[src/rtl/injector_if.sv]
// injector_if: ejector-side channels, local injection port
// and registered channel outputs of the injector.
interface injector_if #(
  parameter int DEPTH = 4
);
  localparam int CW = $clog2(DEPTH) + 1;

  logic [9:0]    nad;
  logic [9:0]    sad;
  logic [9:0]    ead;
  logic [9:0]    wad;
  logic [9:0]    inj_flit;
  logic          inj_valid;
  logic          inj_ready;
  logic [9:0]    nout;
  logic [9:0]    sout;
  logic [9:0]    eout;
  logic [9:0]    wout;
  logic          starve;
  logic [CW-1:0] fifo_cnt;

  modport master (
    output nad, sad, ead, wad,
    output inj_flit, inj_valid,
    input  inj_ready,
    input  nout, sout, eout, wout,
    input  starve, fifo_cnt
  );

  modport slave (
    input  nad, sad, ead, wad,
    input  inj_flit, inj_valid,
    output inj_ready,
    output nout, sout, eout, wout,
    output starve, fifo_cnt
  );
endinterface

[src/rtl/injector.sv]
// injector: queues local flits and drops the FIFO head into
// the first free N/S/E/W slot. Macro INJECTOR_STARVE_CNT_EN.
module injector #(
  parameter int DEPTH        = 4,
  parameter int STARVE_LIMIT = 15
) (
  input logic       clk,
  input logic       rst_n,
  injector_if.slave bus
);
  localparam int PW = $clog2(DEPTH);
  localparam int CW = PW + 1;

  logic [9:0]    r_mem [DEPTH];
  logic [PW-1:0] r_rd;
  logic [PW-1:0] r_wr;
  logic [CW-1:0] r_cnt;
  logic [9:0]    r_nout;
  logic [9:0]    r_sout;
  logic [9:0]    r_eout;
  logic [9:0]    r_wout;

  logic [3:0]    w_free;
  logic [3:0]    w_sel;
  logic          w_full;
  logic          w_empty;
  logic          w_push;
  logic          w_pop;
  logic [9:0]    w_head;
  logic [9:0]    w_wdat;

  assign w_free  = {~bus.wad[9], ~bus.ead[9],
                    ~bus.sad[9], ~bus.nad[9]};
  assign w_full  = (r_cnt == CW'(DEPTH));
  assign w_empty = (r_cnt == '0);
  assign w_push  = bus.inj_valid & ~w_full;
  assign w_pop   = ~w_empty & (|w_free);
  assign w_head  = r_mem[r_rd];
  // stored flits are always marked valid
  assign w_wdat  = bus.inj_flit | 10'h200;

  // pick the first free slot in N, S, E, W order
  always_comb begin
    w_sel = 4'b0000;
    if (w_pop) begin
      priority case (1'b1)
        w_free[0]: w_sel = 4'b0001;
        w_free[1]: w_sel = 4'b0010;
        w_free[2]: w_sel = 4'b0100;
        default:   w_sel = 4'b1000;
      endcase
    end
  end

  // FIFO storage; full refuses a push even if popping
  always_ff @(posedge clk or negedge rst_n) begin
    if (!rst_n) begin
      for (int i = 0; i < DEPTH; i++)
        r_mem[i] <= '0;
    end else if (w_push) begin
      r_mem[r_wr] <= w_wdat;
    end
  end

  // pointers wrap naturally, DEPTH is a power of two
  always_ff @(posedge clk or negedge rst_n) begin
    if (!rst_n) begin
      r_rd  <= '0;
      r_wr  <= '0;
      r_cnt <= '0;
    end else begin
      if (w_push)
        r_wr <= r_wr + PW'(1);
      if (w_pop)
        r_rd <= r_rd + PW'(1);
      unique case ({w_push, w_pop})
        2'b10:   r_cnt <= r_cnt + CW'(1);
        2'b01:   r_cnt <= r_cnt - CW'(1);
        default: r_cnt <= r_cnt;
      endcase
    end
  end

  // one-cycle channel stage with head substitution
  always_ff @(posedge clk or negedge rst_n) begin
    if (!rst_n) begin
      r_nout <= '0;
      r_sout <= '0;
      r_eout <= '0;
      r_wout <= '0;
    end else begin
      r_nout <= w_sel[0] ? w_head : bus.nad;
      r_sout <= w_sel[1] ? w_head : bus.sad;
      r_eout <= w_sel[2] ? w_head : bus.ead;
      r_wout <= w_sel[3] ? w_head : bus.wad;
    end
  end

  assign bus.nout      = r_nout;
  assign bus.sout      = r_sout;
  assign bus.eout      = r_eout;
  assign bus.wout      = r_wout;
  assign bus.fifo_cnt  = r_cnt;
  assign bus.inj_ready = ~w_full;

`ifdef INJECTOR_STARVE_CNT_EN
  localparam int BW =
    (STARVE_LIMIT < 1) ? 1 : $clog2(STARVE_LIMIT + 1);

  logic          w_blk;
  logic [BW-1:0] w_blk_nxt;
  logic [BW-1:0] r_blk;
  logic          r_starve;

  assign w_blk = ~w_empty & ~(|w_free);

  // saturating run length of blocked cycles
  always_comb begin
    w_blk_nxt = '0;
    if (w_blk) begin
      if (r_blk >= BW'(STARVE_LIMIT))
        w_blk_nxt = r_blk;
      else
        w_blk_nxt = r_blk + BW'(1);
    end
  end

  // flag tracks the counter reaching the limit
  always_ff @(posedge clk or negedge rst_n) begin
    if (!rst_n) begin
      r_blk    <= '0;
      r_starve <= 1'b0;
    end else begin
      r_blk    <= w_blk_nxt;
      r_starve <= (w_blk_nxt >= BW'(STARVE_LIMIT));
    end
  end

  assign bus.starve = r_starve;
`else
  // counter not built; flag held low
  assign bus.starve = 1'b0 & (STARVE_LIMIT > 0);
`endif
endmodule

[src/flat_wrapper.sv]
// flat-port wrapper written by rule: the top's interface ports become plain ports
module injector_flat 
#(
  parameter int DEPTH        = 4,
  parameter int STARVE_LIMIT = 15
)
  (clk, rst_n, bus_nad, bus_sad, bus_ead, bus_wad, bus_inj_flit, bus_inj_valid, bus_inj_ready, bus_nout, bus_sout, bus_eout, bus_wout, bus_starve, bus_fifo_cnt);
  injector_if #(.DEPTH(DEPTH)) bus_i ();
  input logic clk;
  input logic rst_n;
  input wire logic [$bits(bus_i.nad)-1:0] bus_nad;
  input wire logic [$bits(bus_i.sad)-1:0] bus_sad;
  input wire logic [$bits(bus_i.ead)-1:0] bus_ead;
  input wire logic [$bits(bus_i.wad)-1:0] bus_wad;
  input wire logic [$bits(bus_i.inj_flit)-1:0] bus_inj_flit;
  input wire logic [$bits(bus_i.inj_valid)-1:0] bus_inj_valid;
  output wire logic [$bits(bus_i.inj_ready)-1:0] bus_inj_ready;
  output wire logic [$bits(bus_i.nout)-1:0] bus_nout;
  output wire logic [$bits(bus_i.sout)-1:0] bus_sout;
  output wire logic [$bits(bus_i.eout)-1:0] bus_eout;
  output wire logic [$bits(bus_i.wout)-1:0] bus_wout;
  output wire logic [$bits(bus_i.starve)-1:0] bus_starve;
  output wire logic [$bits(bus_i.fifo_cnt)-1:0] bus_fifo_cnt;
  assign bus_i.nad = bus_nad;
  assign bus_i.sad = bus_sad;
  assign bus_i.ead = bus_ead;
  assign bus_i.wad = bus_wad;
  assign bus_i.inj_flit = bus_inj_flit;
  assign bus_i.inj_valid = bus_inj_valid;
  assign bus_inj_ready = bus_i.inj_ready;
  assign bus_nout = bus_i.nout;
  assign bus_sout = bus_i.sout;
  assign bus_eout = bus_i.eout;
  assign bus_wout = bus_i.wout;
  assign bus_starve = bus_i.starve;
  assign bus_fifo_cnt = bus_i.fifo_cnt;
  injector #(.DEPTH(DEPTH), .STARVE_LIMIT(STARVE_LIMIT)) u_core (.clk(clk), .rst_n(rst_n), .bus(bus_i));
endmodule
[config.mk]
export PLATFORM = sky130hd
export DESIGN_NAME = injector_flat
export DESIGN_NICKNAME = d
export VERILOG_FILES = /design/src/rtl/injector_if.sv /design/src/rtl/injector.sv /design/src/flat_wrapper.sv
export SDC_FILE = /design/constraint.sdc
export NUM_CORES = 1
export LEC_CHECK = 0
export CAP_MARGIN = 20
export CELL_PAD_IN_SITES_DETAIL_PLACEMENT = 0
export CELL_PAD_IN_SITES_GLOBAL_PLACEMENT = 2
export CORE_ASPECT_RATIO = 0.7
export CORE_MARGIN = 3
export CORE_UTILIZATION = 37
export DETAILED_ROUTE_END_ITERATION = 16
export MAX_ROUTING_LAYER = met4
export PLACE_DENSITY_LB_ADDON = 0.1
export SYNTH_ARGS = -nofsm -noshare
export SYNTH_HDL_FRONTEND = slang
export SYNTH_SLANG_ARGS = --single-unit
[constraint.sdc]
create_clock -name clk -period 6.79 [get_ports clk]
set_clock_uncertainty 0.1 [all_clocks]
set_input_delay 1.358 -clock clk [delete_from_list [all_inputs] [get_ports clk]]
set_output_delay 1.358 -clock clk [all_outputs]
set_load 0.02 [all_outputs]
Fig. 1: signal wires on met1
The bar under the picture is 50 µm long.
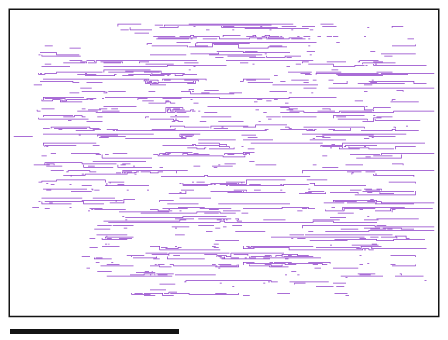
The layer holds 54% of the routed length. The longest straight run is 46.5 µm. 318 nets have wire on it. The layer carries 4540 µm of wire. The wires run mostly horizontal.

Fig. 2: the metal 2 layer
The bar under the picture is 50 µm long. Cells faint in the background.
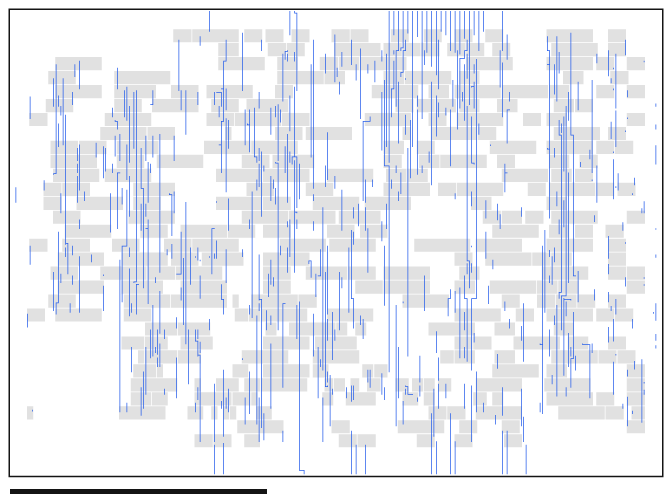
The layer carries 3260 µm of wire. The wires run mostly vertical.
routed vias: 2122
final WL: 8.47 mm

==> results_dict.tcl <==
# place-and-route summary
set metrics [dict create \
    fp.dieH_um 90.7 \
    ys_types 33 \
    grt_pass1_wl_mm 13.2 \
    power.clock.fraction_pct 23.2 \
    required_ps 5330 \
    status "finished, final reports clean" \
    pre_cts_slack_ps 3300 \
    largest_register_ffs 40 \
    cpMaxStageDelayCell "clkdlybuf4s50_1" \
    post-synth-top-count-cell "dfrtp_1" \
    synth.area.mux_share_pct 31.5 \
    crit_path_cell_trace "or3b_1 -> clkdlybuf4s50_1" \
    hold_end "u_core.r_mem[29]" \
    final_util_pct 52.9 \
    cp-end-kind "output port" \
    ff2ff_path_depth 8 \
    power.net_switching_uw 730 \
    hpwlAfterDp_mm 6.02 \
    ir_worst_vdd_mv 0.209 \
    place_inst 441 \
    grtUsageTotal_pct 15.8 \
    overflow 0 \
]
Fig. 3: met3 routing
The bar under the picture is 50 µm long. Cells faint in the background.
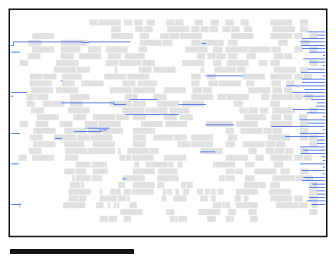
63 nets have wire on it. The layer holds 6.6% of the routed length. The layer carries 555 µm of wire. The wires run mostly horizontal. The longest straight run is 27.6 µm.
M3 GR Usage: 4.55%

